==> config.mk <==
export PLATFORM = sky130hd
export DESIGN_NAME = ram_port_arbiter_flat
export DESIGN_NICKNAME = d
export VERILOG_FILES = /design/src/rtl/ram_port_arbiter_if.sv /design/src/rtl/ram_port_arbiter.sv /design/src/flat_wrapper.sv
export SDC_FILE = /design/constraint.sdc
export NUM_CORES = 1
export LEC_CHECK = 0
export CAP_MARGIN = 20
export CORE_AREA = 2 2 272 274
export DETAILED_ROUTE_END_ITERATION = 10
export DIE_AREA = 0 0 274 276
export RECOVER_POWER = 25
export SYNTH_ARGS = -nofsm -noshare
export SYNTH_HDL_FRONTEND = slang
export SYNTH_SLANG_ARGS = --single-unit
==> constraint.sdc <==
create_clock -name clk -period 5.3 [get_ports clk]
set_clock_uncertainty 0.2 [all_clocks]
set_input_delay 1.06 -clock clk [delete_from_list [all_inputs] [get_ports clk]]
set_output_delay 1.06 -clock clk [all_outputs]
set_load 0.05 [all_outputs]
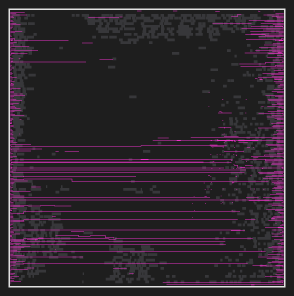
Figure 1: signal wires on met3.
Scale: 1 px per um.
The layer holds 15% of the routed length. The layer carries 8690 um of wire.
via count: 7210
drt total wl: 59200 um
GR Layer Usage met3: 9.15%

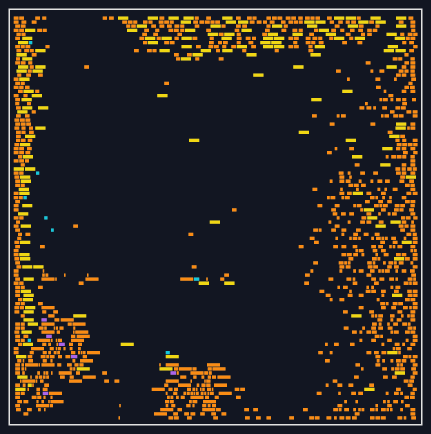
Figure 2: cells by drive strength.
Scale: 1.5 px per um.
drive 2: drawn in purple, cells 6, most used mux2_2. drive 1 or less: drawn in orange, cells 1002, most used clkdlybuf4s50_1. drive 6 and up: drawn in yellow, cells 144, most used buf_12. drive 3 to 4: drawn in cyan, cells 8, most used buf_4.
Repair and plain buffers: 705
finished layout cell area: 13800 um^2

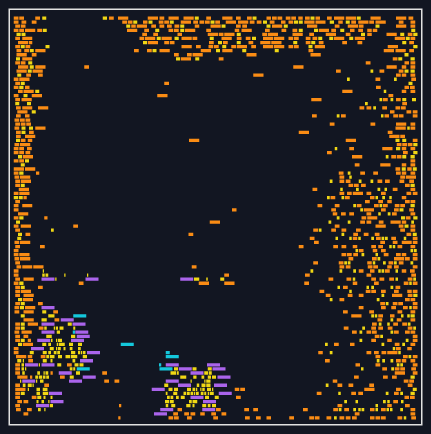
Figure 3: cells colored by class.
Scale: 1.5 px per um.
all other logic: drawn in yellow, cells 407. other buffers and delay cells: drawn in orange, cells 705. clock drivers and dummy loads: drawn in cyan, cells 8. flip-flops: drawn in purple, cells 40.
# rows: 99
core outline area: 72600 um^2

==> qor.yml <==
fin_crit_sh_pct: 91.6
fin_util_pct: 19.0
pre_cts_ws_ns: 0.572
mostFrequentLayoutCells: "clkdlybuf4s50_1 (527), buf_12 (138), nor2b_1 (130)"
place_area_um2: 13600
cts.path.max_buffers: 2
fmax_mhz: 206
ys_seq_share_pct: 23.9
status: "complete, but fails checks"
place.gp.congestion: 0.838
drv_cap: 1
hold_depth: 1
gr-total-overflow: 0
violations: "max-capacitance violations, max-slew violations"
nets: 1559
start_kind: "input pin"
drive_above_1_share_pct: 13.6
holdCritPathClass: "flop to flop"
vias_per_cell: 3.37
antenna_found_initial: 76
root_buffer: "clkbuf_16"
cts_made_buffers: 5
cts_tree: "built"
port_buffers: 693
drv_slew: 42
p_leak_nw: 5.06
min_period_ns: 4.85
syn_to_final_growth_pct: 229
ant_nets: 0
clkSinkCount: 40
setup_tns_ns: 0
floorplan.nets: 894
reg2regPathDepth: 5
dr.pass1.iters: 4
cellPowerDensity_nw_per_um2: 301
-- power breakdown --
part,total (mW),switching [mW],internal [mW]
clock,0.305,0.129,0.176
combinational,3.38,1.97,1.41
sequential,0.459,0.0909,0.369
total,4.15,2.19,1.96
-- cell usage after synthesis (all sizes together) --
library cell  number  share of area [%]
a22oi              1               0.18
a221o              1               0.24
or3                2               0.42
ha                 2               0.60
a31oi              6               0.90
dfrtp             40                 24
nor4               7                1.0
nand3              7               0.84
o311a              1               0.24
o211ai             2               0.36
nand4             15                2.2
and4bb             2               0.60
and2               3               0.45
a21oi              2               0.24
or4b               1               0.24
nor3b              2               0.36
nand4b             1               0.21
nand3b             2               0.36
xor2              11                2.3
buf               26                3.4
clkbuf            21                1.9
and4               7                1.5
mux2               4                1.1
o311ai             1               0.21
nor4b              1               0.21
nand2b             1               0.15
inv                6               0.54
nor2b            130                 19
and4b              1               0.24
nor2               9               0.81
and3b              1               0.21
a22o             129                 27
o2111ai            5                1.0
and3               5               0.75
o31ai              1               0.18
o21ai              2               0.24
xnor2             18                3.8
nor3               2               0.24
nand2             16                1.4
-- worst max-delay path: stages --
cell and delay, ns:
dlygate4sd3_1 0.58, nor3b_1 0.17, or3_1 0.49, inv_4 0.36
buf_12 0.30, a22o_1 0.35, buf_12 0.18
-- per-stage QoR --
stage               power [mW]  instances  hold slack (ns)
floorplan                 2.11        494            0.303
global placement          3.89       2111            0.282
detailed placement        3.90       2111            0.284
CTS                       4.22       2119            0.296
global route              4.33       2130            0.324
finish                    4.15       2139            0.284
-- routing by layer --
layer | vias up | part of all wire [%] | track usage (%) | wire (um)
met4 | 18 | 3.1 | 4.52 | 1820
met3 | 113 | 15 | 9.15 | 8690
met5 | - | 0.18 | 0 | 109
met2 | 557 | 50 | 26.9 | 29600
li1 | 3203 | - | - | -
met1 | 3319 | 32 | 13.6 | 19000
-- cell families (layout without fill, tap and decap cells) --
family	count (synthesis)	after routing	share of synthesized area, %
AND-OR/OR-AND	151	151	30.8
XOR/XNOR	29	29	6.07
adder cells (fa/ha/maj)	2	2	0.598
buffers and inverters	53	719	5.83
flip-flops	40	40	23.9
multiplexers	4	4	1.08
other	0	20	0
AND/OR/NAND/NOR	215	215	31.7
-- layout make-up --
type	count	area [um^2]
clock buffers	7	133
repair buffers	705	8400
fillers	8075	58800
diodes	20	50.0
well taps	959	1200
flip-flops and latches	40	1000
inverters	6	30.0
multi-input cells	401	2940
clock inverters	1	8.76
No activity file was given, so power comes from the tool's default toggle rates.
